<file path="src/rtl/fill_request_issuer.sv">
// fill_request_issuer: pulls miss tags from the fill list in order, looks up
// each tag's line address in a local table written at miss allocation, and
// issues one memory read per tag. The last beat of each fill produces a
// one-cycle delete back to the fill list, retiring that tag.
// Optional feature macro: FILL_REQ_ERR_CHECK_EN (per-tag protocol checking
// driving the sticky err output; err is tied 0 when undefined).
module fill_request_issuer #(
    parameter int TAG_BITS  = 3,
    parameter int ADDR_BITS = 32
) (
    input  logic                 clk,
    input  logic                 reset,
    input  logic                 alloc_valid,
    input  logic [TAG_BITS-1:0]  alloc_tag,
    input  logic [ADDR_BITS-1:0] alloc_addr,
    output logic                 fl_read,
    input  logic                 fl_valid,
    input  logic [TAG_BITS-1:0]  fl_tag,
    output logic                 mem_req_valid,
    input  logic                 mem_req_ready,
    output logic [ADDR_BITS-1:0] mem_req_addr,
    output logic [TAG_BITS-1:0]  mem_req_tag,
    input  logic                 mem_resp_valid,
    input  logic [TAG_BITS-1:0]  mem_resp_tag,
    input  logic                 mem_resp_last,
    output logic                 fl_del,
    output logic [TAG_BITS-1:0]  fl_del_tag,
    output logic [TAG_BITS:0]    outstanding,
    output logic                 err
);

    localparam int DEPTH = 1 << TAG_BITS;
    localparam logic [TAG_BITS:0] MAX_OUT = DEPTH[TAG_BITS:0];
    localparam logic [TAG_BITS:0] ONE     = {{TAG_BITS{1'b0}}, 1'b1};

    typedef enum logic [1:0] {
        S_IDLE     = 2'd0,
        S_WAIT_TAG = 2'd1,
        S_REQ      = 2'd2
    } state_t;

    state_t                              state_q, state_d;
    logic                                req_valid_q, req_valid_d;
    logic [ADDR_BITS-1:0]                req_addr_q, req_addr_d;
    logic [TAG_BITS-1:0]                 req_tag_q, req_tag_d;
    logic                                del_q, del_d;
    logic [TAG_BITS-1:0]                 del_tag_q, del_tag_d;
    logic [TAG_BITS:0]                   out_q, out_d;
    logic [DEPTH-1:0][ADDR_BITS-1:0]     addr_tab_q, addr_tab_d;
    logic                                fl_read_c;
    logic                                issue;
    logic                                retire;

    assign issue  = req_valid_q && mem_req_ready;
    assign retire = mem_resp_valid && mem_resp_last;

    // Address table update: written at miss allocation, indexed by tag
    always_comb begin
        addr_tab_d = addr_tab_q;
        if (alloc_valid) begin
            addr_tab_d[alloc_tag] = alloc_addr;
        end
    end

    // Address table storage (contents are don't-care until allocated)
    always_ff @(posedge clk) begin
        addr_tab_q <= addr_tab_d;
    end

    // Issue FSM: read a tag, latch the request, hold until accepted
    always_comb begin
        state_d     = state_q;
        req_valid_d = req_valid_q;
        req_addr_d  = req_addr_q;
        req_tag_d   = req_tag_q;
        fl_read_c   = 1'b0;
        case (state_q)
            S_IDLE: begin
                // Never combine a read with a delete in the same cycle
                if (!del_q && (out_q < MAX_OUT)) begin
                    fl_read_c = 1'b1;
                    state_d   = S_WAIT_TAG;
                end
            end
            S_WAIT_TAG: begin
                if (fl_valid) begin
                    req_tag_d   = fl_tag;
                    req_addr_d  = addr_tab_q[fl_tag];
                    req_valid_d = 1'b1;
                    state_d     = S_REQ;
                end else begin
                    // List was empty; go back and retry
                    state_d = S_IDLE;
                end
            end
            S_REQ: begin
                if (issue) begin
                    req_valid_d = 1'b0;
                    state_d     = S_IDLE;
                end
            end
            default: state_d = S_IDLE;
        endcase
    end

    // Retire path and outstanding count
    always_comb begin
        del_d     = retire;
        del_tag_d = retire ? mem_resp_tag : del_tag_q;
        out_d     = out_q;
        case ({issue, retire})
            2'b10:   out_d = out_q + ONE;
            2'b01:   out_d = out_q - ONE;
            default: out_d = out_q;
        endcase
    end

    // State registers
    always_ff @(posedge clk or negedge reset) begin
        if (!reset) begin
            state_q     <= S_IDLE;
            req_valid_q <= 1'b0;
            req_addr_q  <= '0;
            req_tag_q   <= '0;
            del_q       <= 1'b0;
            del_tag_q   <= '0;
            out_q       <= '0;
        end else begin
            state_q     <= state_d;
            req_valid_q <= req_valid_d;
            req_addr_q  <= req_addr_d;
            req_tag_q   <= req_tag_d;
            del_q       <= del_d;
            del_tag_q   <= del_tag_d;
            out_q       <= out_d;
        end
    end

    // Read strobe is held low while reset is asserted
    assign fl_read       = fl_read_c && reset;
    assign mem_req_valid = req_valid_q;
    assign mem_req_addr  = req_addr_q;
    assign mem_req_tag   = req_tag_q;
    assign fl_del        = del_q;
    assign fl_del_tag    = del_tag_q;
    assign outstanding   = out_q;

`ifdef FILL_REQ_ERR_CHECK_EN
    logic [DEPTH-1:0] busy_q, busy_d;
    logic             err_q, err_d;

    // Track issued tags; flag retire of an idle tag or reissue of a busy one
    always_comb begin
        busy_d = busy_q;
        err_d  = err_q;
        if (retire) begin
            if (!busy_q[mem_resp_tag]) begin
                err_d = 1'b1;
            end
            busy_d[mem_resp_tag] = 1'b0;
        end
        if (issue) begin
            if (busy_q[req_tag_q]) begin
                err_d = 1'b1;
            end
            busy_d[req_tag_q] = 1'b1;
        end
    end

    // Checker state, err sticky until reset
    always_ff @(posedge clk or negedge reset) begin
        if (!reset) begin
            busy_q <= '0;
            err_q  <= 1'b0;
        end else begin
            busy_q <= busy_d;
            err_q  <= err_d;
        end
    end

    assign err = err_q;
`else
    assign err = 1'b0;
`endif

endmodule

</file>
<file path="config.mk">
export PLATFORM = sky130hd
export DESIGN_NAME = fill_request_issuer
export DESIGN_NICKNAME = d
export VERILOG_FILES = /design/src/rtl/fill_request_issuer.sv
export SDC_FILE = /design/constraint.sdc
export NUM_CORES = 1
export LEC_CHECK = 0
export CORE_MARGIN = 1
export CORE_UTILIZATION = 45
export CTS_CLUSTER_DIAMETER = 40
export DETAILED_ROUTE_END_ITERATION = 10
export PLACE_DENSITY = 0.75
export SYNTH_ARGS = -nofsm -noshare
export SYNTH_HDL_FRONTEND = slang
export SYNTH_SLANG_ARGS = --single-unit
export TNS_END_PERCENT = 5
</file>
<file path="constraint.sdc">
create_clock -name clk -period 3.1 [get_ports clk]
set_input_delay 0.775 -clock clk [delete_from_list [all_inputs] [get_ports clk]]
set_output_delay 0.775 -clock clk [all_outputs]
set_load 0.01 [all_outputs]
</file>
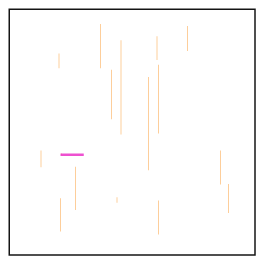
Fig. 1. Wiring by layer (run 1).
Drawn at 1.5 px/micron. Two of the layers only.
Key: M4 = orange [wire length 403 microns]; M5 = magenta [wire length 13.8 microns]
GR Util All Layers: 17.0%
final WL: 22.0 mm
DR WL/cell: 19.5 microns
Via Count: 6122

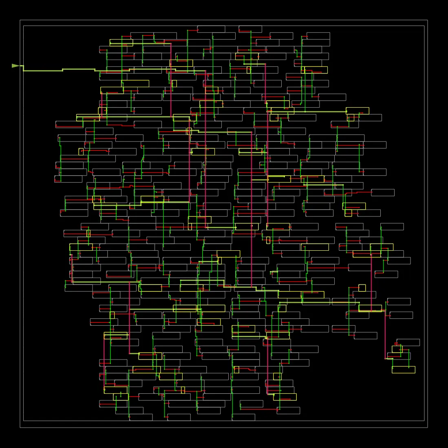
Fig. 2. The clock network (run 1).
Fin Clk Skew: 0.0213 ns
total CTS buffers: 37
clock-net power: 0.00438 W

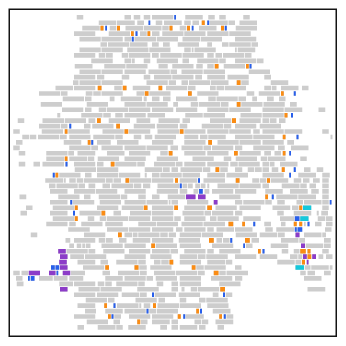
Fig. 3. Logic cells by family (run 1).
Drawn at 2 px/micron.
Key: fa/ha/maj cells = cyan [cells 3]; nand cells = blue [cells 47, where widely spread]; nor cells = purple [cells 16]; aoi and oai cells = orange [cells 74]
Top cell excl fill/tap: edfxtp_1
final std cells w/o fill: 1131
fraction of area in multi-input gates: 18.1%

==> summary.txt, run 1 <==
number of global-route vias before repair: 6302
synth warn: 0
flop count: 302
CP Max Fanout: 3
post-CTS resize count: 0
Flop pwr share: 45.9%
flop share of the area: 61.5%
worst r2r src: mem_req_valid
clock root buffer: clkbuf_16
TritonCTS clock tree: done
yosys xor share: 0.377%
sequential area share after synthesis: 76.0%
ao+oa area frac: 6.16%
Synth async-reset ratio: 15.2%
fillers: 1843
drt drc: 0
CP cell instances: nor4_1 -> and2_1 -> clkdlybuf4s50_1
DRT iter0 DRCs: 410
Most common reg cell: edfxtp_1
Post-synth regs: 302
drt first pass iters: 4
CP Class: flop to output port
period utilization: 90.7%
CP startpoint: outstanding[3]
Clock Path Buffers: 3
Largest logic family: multiplexers
fin crit period: 2.81 ns
Max-cap violations: 0
Nets: 824
Clk Latency, worst-skew pair: 0.51 ns
Std-Cell Rows: 58
Post-DRT Antenna Nets: 0
R2R Path End: outstanding[2]
AND/OR/NAND/NOR Cells, Area Fraction: 2.44%
clock-cell share of area: 8.94%
yosys adder share: 0.323%
Clock transition at path regs: 0.06 ns
clock buffer count: 45
Die ar.: 0.0265 sq mm
Peak supply drop: 0.000405 V
die width: 163 microns
Worst Reg2Reg Path Length in Cells: 8
Tap Cells: 330
Vias/cell: 5.41
cell area power density: 759 mW/mm^2
power share of the clock group: 40.1%
routability cong.: 0.775
Post-Syn Nets: 702
HPWL after DPL: 13.0 mm
Mapped Area: 0.0116 sq mm
buffers inserted by post-CTS timing repair: 0
worst slew pin tran: 0.673 ns
Crit path required time: 2.32 ns
# clock sinks: 302
non-clock inverter count: 2
non-clk buf share: 8.61%
number of logic gates: 312
Slew HR: 55.1%
startpoint types: flop
Area Growth Syn to Fin: 23.6%
Sw Pwr: 0.00253 W
Yosys Chip Area: 0.0116 sq mm
Die H: 163 microns
Flop area: 0.00884 sq mm
Setup TNS: 0 ns
status: finished, final reports clean
EDFF count, synth: 256
Max Clock Freq: 356 MHz
sw frac: 23.2%
cells after synthesis: 651
post-synthesis cell type count: 34
cts hold-fix bufs: 0
first-pass GRT wire length: 34.4 mm
leakage: 5.13 nW
initial antenna violation count: 1
most instantiated logic cells after routing: edfxtp_1 (256), clkdlybuf4s50_1 (90), mux2i_1 (67)
# Cells Yosys: 651
CP Depth: 3
Mean Syn Cell Area: 17.9 sq um
Log Warnings: 28
Arr. time, crit path: 2.04 ns
flop2flop setup slack: 1.36 ns
Final Power: 0.0109 W
H-tree lvl count: 2
largest cell class by area: registers
largest net degree at the start of global routing: 69
Port Buf Inserts: 92
-- run 1: metrics by stage --
| step | cells | instance area, sq um | utilization, % | worst slack, ns |
|---|---|---|---|---|
| 2_1_floorplan | 651 | 11600 | - | -0.431 |
| 3_3_place_gp | 1064 | 13100 | 51.9 | 0.432 |
| 3_5_place_dp | 1064 | 13100 | 51.9 | 0.387 |
| 4_1_cts | 1131 | 14400 | 56.9 | 0.240 |
| 5_1_grt | 1131 | 14400 | 56.9 | 0.161 |
| 6_report | 1131 | 14400 | 56.9 | 0.288 |
-- run 1: routing by layer --
metal	vias up	track usage [%]	share of wire (%)
li1	2818	-	-
met1	3087	22.2	44
met2	175	28.5	49
met3	40	3.69	5.0
met4	2	5.14	1.8
met5	-	0	0.059
-- run 1: registers in the layout (all words and copies together), names as in the netlist --
register	cells
addr_tab_q	256
fl_del	1
fl_del_tag	3
mem_req_addr	32
mem_req_tag	3
mem_req_valid	1
outstanding	4
state_q	2
-- run 1: Yosys cell counts, drive strengths merged (2+ instances only) --
master  number  area, sq um
mux2        68          766
dfrtp       46         1150
a221o       29          290
a22oi        3         22.5
nand3b       2         15.0
clkbuf      16         60.1
nand2       41          154
o22ai       29          181
buf         19          203
inv          2         7.51
o21ai       34          170
xor2         4         35.0
mux2i       67          671
a21oi        3         15.0
nand2b       4         25.0
nor3         2         10.0
nor2b        5         31.3
o211ai       3         22.5
edfxtp     256         7690
ha           3         37.5
nor2         8         30.0
-- run 1: power groups by stage --
stage	sequential [W]	clock (W)	combinational, W
detailed placement	0.00509	0	0.00155
CTS	0.00501	0.00445	0.00155
global placement	0.00507	0	0.00152
global route	0.00505	0.00461	0.00168
finish	0.00501	0.00438	0.00153
floorplan	0.00518	0	0.000603
==> inputs of run 2 (changes only) <==
- CORE_MARGIN: 1 -> unset
- CORE_UTILIZATION: 45 -> 40
- PLACE_DENSITY: 0.75 -> 0.69
- TNS_END_PERCENT: 5 -> 10
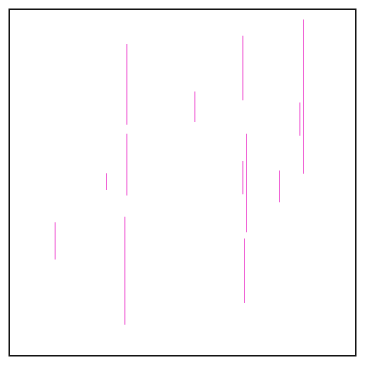
Fig. 4. Met4 routing (run 2).
Drawn at 2 px/micron.
The layer carries 404 microns of wire. The wires run mostly vertical. The longest straight run is 76.8 microns. The layer holds 1.8% of the routed length.
Via Count: 6019
final WL: 22.5 mm

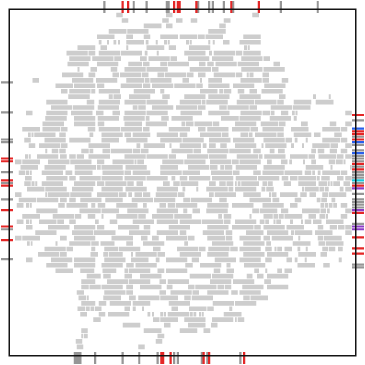
Fig. 5. Ports around the boundary (run 2).
Drawn at 2 px/micron. Pins as bars across the die edge, other pins in gray.
Key: outstanding = purple [pins 4, direction output, edge east]; mem_req_valid = cyan [pins 1, direction output, edge east]; fl_del_tag = blue [pins 3, direction output, edge east]; mem_req_addr = red [pins 32, direction output, edge 11 east, 8 north, 7 west, 6 south]
All pins by edge: 39 east, 20 north, 19 south, 16 west.
Port Buf Inserts: 92
Die H: 173 microns
die width: 173 microns

==> summary.txt, run 2 <==
Synth area leaders: edfxtp_1 (66%), dfrtp_1 (9.9%), mux2i_1 (5.8%)
DR top layer: met4
CP startpoint: outstanding[3]
CP Max Fanout: 3 (unchanged)
fin crit period: 2.80 ns (-0.0121 ns)
Mean Syn Cell Area: 17.9 sq um (unchanged)
Post-Syn Nets: 702 (unchanged)
CP cell instances: nor4_1 -> and2_1 -> clkdlybuf4s50_1
dominant cell by count in the synthesized netlist: edfxtp_1
H-tree lvl count: 2 (unchanged)
most flop-heavy register: addr_tab_q
buffers inserted by post-CTS timing repair: 0 (unchanged)
placed instance area: 0.0131 sq mm (+0.38%)
Log Warnings: 28 (unchanged)
clock root buffer: clkbuf_16
Nets: 822 (-0.24%)
first-pass GRT wire length: 35.2 mm (+2.4%)
# clock sinks: 302 (unchanged)
Std-Cell Rows: 62 (+6.9%)
Max-cap violations: 0 (unchanged)
sequential area share after synthesis: 76.0% (unchanged)
final instance area: 0.0144 sq mm (+0.27%)
cell area power density: 754 mW/mm^2 (-0.68%)
Mapped Area: 0.0116 sq mm (unchanged)
Post-synth top cells: edfxtp_1 (256), mux2i_1 (67), dfrtp_1 (46)
Max Clock Freq: 357 MHz (+0.43%)
TritonCTS clock tree: done
Most common reg cell: edfxtp_1
dpl ws: 0.420 ns (+0.0331 ns)
Synth async-reset ratio: 15.2% (unchanged)
EDFF count, synth: 256 (unchanged)
worst r2r src: mem_req_valid
post-CTS resize count: 0 (unchanged)
Clock Path Buffers: 3 (unchanged)
period utilization: 90.3% (-0.39 points)
Setup Viol. Count Final: 0
Final Core Density: 50.4% (-6.6 points)
fillers: 2332 (+27%)
drt first pass iters: 7 (+3)
Yosys Chip Area: 0.0116 sq mm (unchanged)
cts hold-fix bufs: 0 (unchanged)
most instantiated logic cells after routing: edfxtp_1 (256), clkdlybuf4s50_1 (90), mux2i_1 (67)
number of global-route vias before repair: 6166 (-2.2%)
startpoint types: flop
Clk Latency, worst-skew pair: 0.51 ns (about the same)
drt drc: 0 (unchanged)
Peak supply drop: 0.000372 V (-8.3%)
Slew HR: 54.2% (-0.95 points)
GR Util All Layers: 15.5% (-1.6 points)
Die ar.: 0.0298 sq mm (+12%)
DRT iter0 DRCs: 386 (-5.9%)
Final Worst Setup Slack: 0.300 ns (+0.0121 ns)
max FFs per register: 256 (unchanged)
Post-DRT Antenna Nets: 0 (unchanged)
total CTS buffers: 39 (+5.4%)
routability cong.: 0.722 (-6.7%)
Arr. time, crit path: 2.02 ns (-0.02 ns)
Crit path required time: 2.32 ns (about the same)
post-synthesis cell type count: 34 (unchanged)
CP Class: flop to output port
Post-synth regs: 302 (unchanged)
Top cell excl fill/tap: edfxtp_1
DR WL/cell: 19.0 microns (-2.4%)
largest net degree at the start of global routing: 69 (unchanged)
synth warn: 0 (unchanged)
status: finished, final reports clean
Met3 Routed Length: 1.44 mm (+30%)
leakage: 5.10 nW (-0.56%)
largest area contributor in the netlist: edfxtp_1
Fin Clk Skew: 0.0177 ns (-0.00357 ns)
fin. max-slew vios: 0
Vias/cell: 5.08 (-6.1%)
RSZ-0062 raised after global routing: false
hold_ws: 0.426 ns
# Cells Yosys: 651 (unchanged)
initial antenna violation count: 0 (-1)
Area Growth Syn to Fin: 24.0%
Clock transition at path regs: 0.05 ns (about the same)
Final Power: 0.0109 W (-0.41%)
DR WL met2: 11.1 mm (+1.5%)
cells after synthesis: 651 (unchanged)
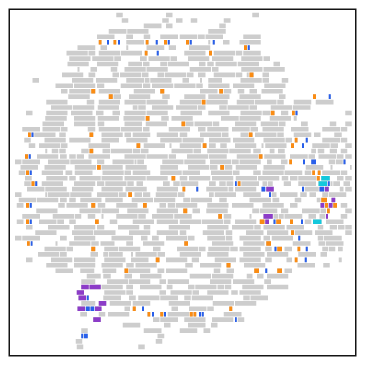
Fig. 6. Logic cells by family (run 2).
Drawn at 2 px/micron.
Key: aoi and oai cells = orange [cells 74, where widely spread]; nor cells = purple [cells 16]; fa/ha/maj cells = cyan [cells 3]; nand cells = blue [cells 47, where widely spread]
final std cells w/o fill: 1184
fraction of area in multi-input gates: 18.0%

## run 2: cell types whose count changed in the layout (fill, tap and decap cells not counted), moves of 2 or more
cell       delta
clkinv_2      -4
bufinv_16     -2
clkinv_1      +7
inv_8         +2
clkbuf_16     +2
buf_4         -5
## run 2: path summary, 6_finish.rpt
| path | end | slack [ns] | cells after the start |
|---|---|---|---|
| max | fl_read | 0.30 | 3 |
| min reg2reg | state_q[0] | 0.45 | 1 |
| max reg2reg | outstanding[2] | 1.39 | 8 |
| max in group asynchronous | mem_req_addr[9] | 2.20 | 2 |
| min in group clk | state_q[0] | 0.45 | 1 |
| min | mem_req_tag[2] | 0.43 | 2 |
## run 2: kinds of logic after synthesis
| group | count (synthesis) | synth area share, % |
|---|---|---|
| other cells | 1 | 0.0322 |
| mux | 135 | 12.3 |
| simple gates | 65 | 2.44 |
| flops | 302 | 76.0 |
| xor+xnor | 5 | 0.376 |
| fa+ha+maj | 3 | 0.323 |
| buf+inv | 37 | 2.32 |
| compound gates | 103 | 6.16 |
## run 2: per-layer routing
layer / vias to the layer above / track usage (%)
met5: - / 0
met4: 0 / 4.58
met3: 34 / 3.49
met2: 168 / 25.8
met1: 2998 / 20.1
li1: 2819 / -
## run 2: power breakdown
group / switching (W) / total, W / internal, W / leakage [nW]
Combinational: 0.000706 / 0.00152 / 0.000818 / 1.60
Clock: 0.00166 / 0.00435 / 0.00268 / 0.612
Sequential: 0.000196 / 0.00500 / 0.00480 / 2.89
## run 2: layout make-up
class                   instances  area (sq um)  share of cell area, %
repair buffers                114          1220                   8.46
flip-flops and latches        302          8840                   61.3
clock inverters                24           229                   1.59
inverters                       2          7.51                 0.0521
well taps                     384           480                   3.33
multi-input cells             312          2600                   18.0
clock buffers                  46          1040                   7.25
Power figures rest on the tool's default switching activity, not on a simulated workload.
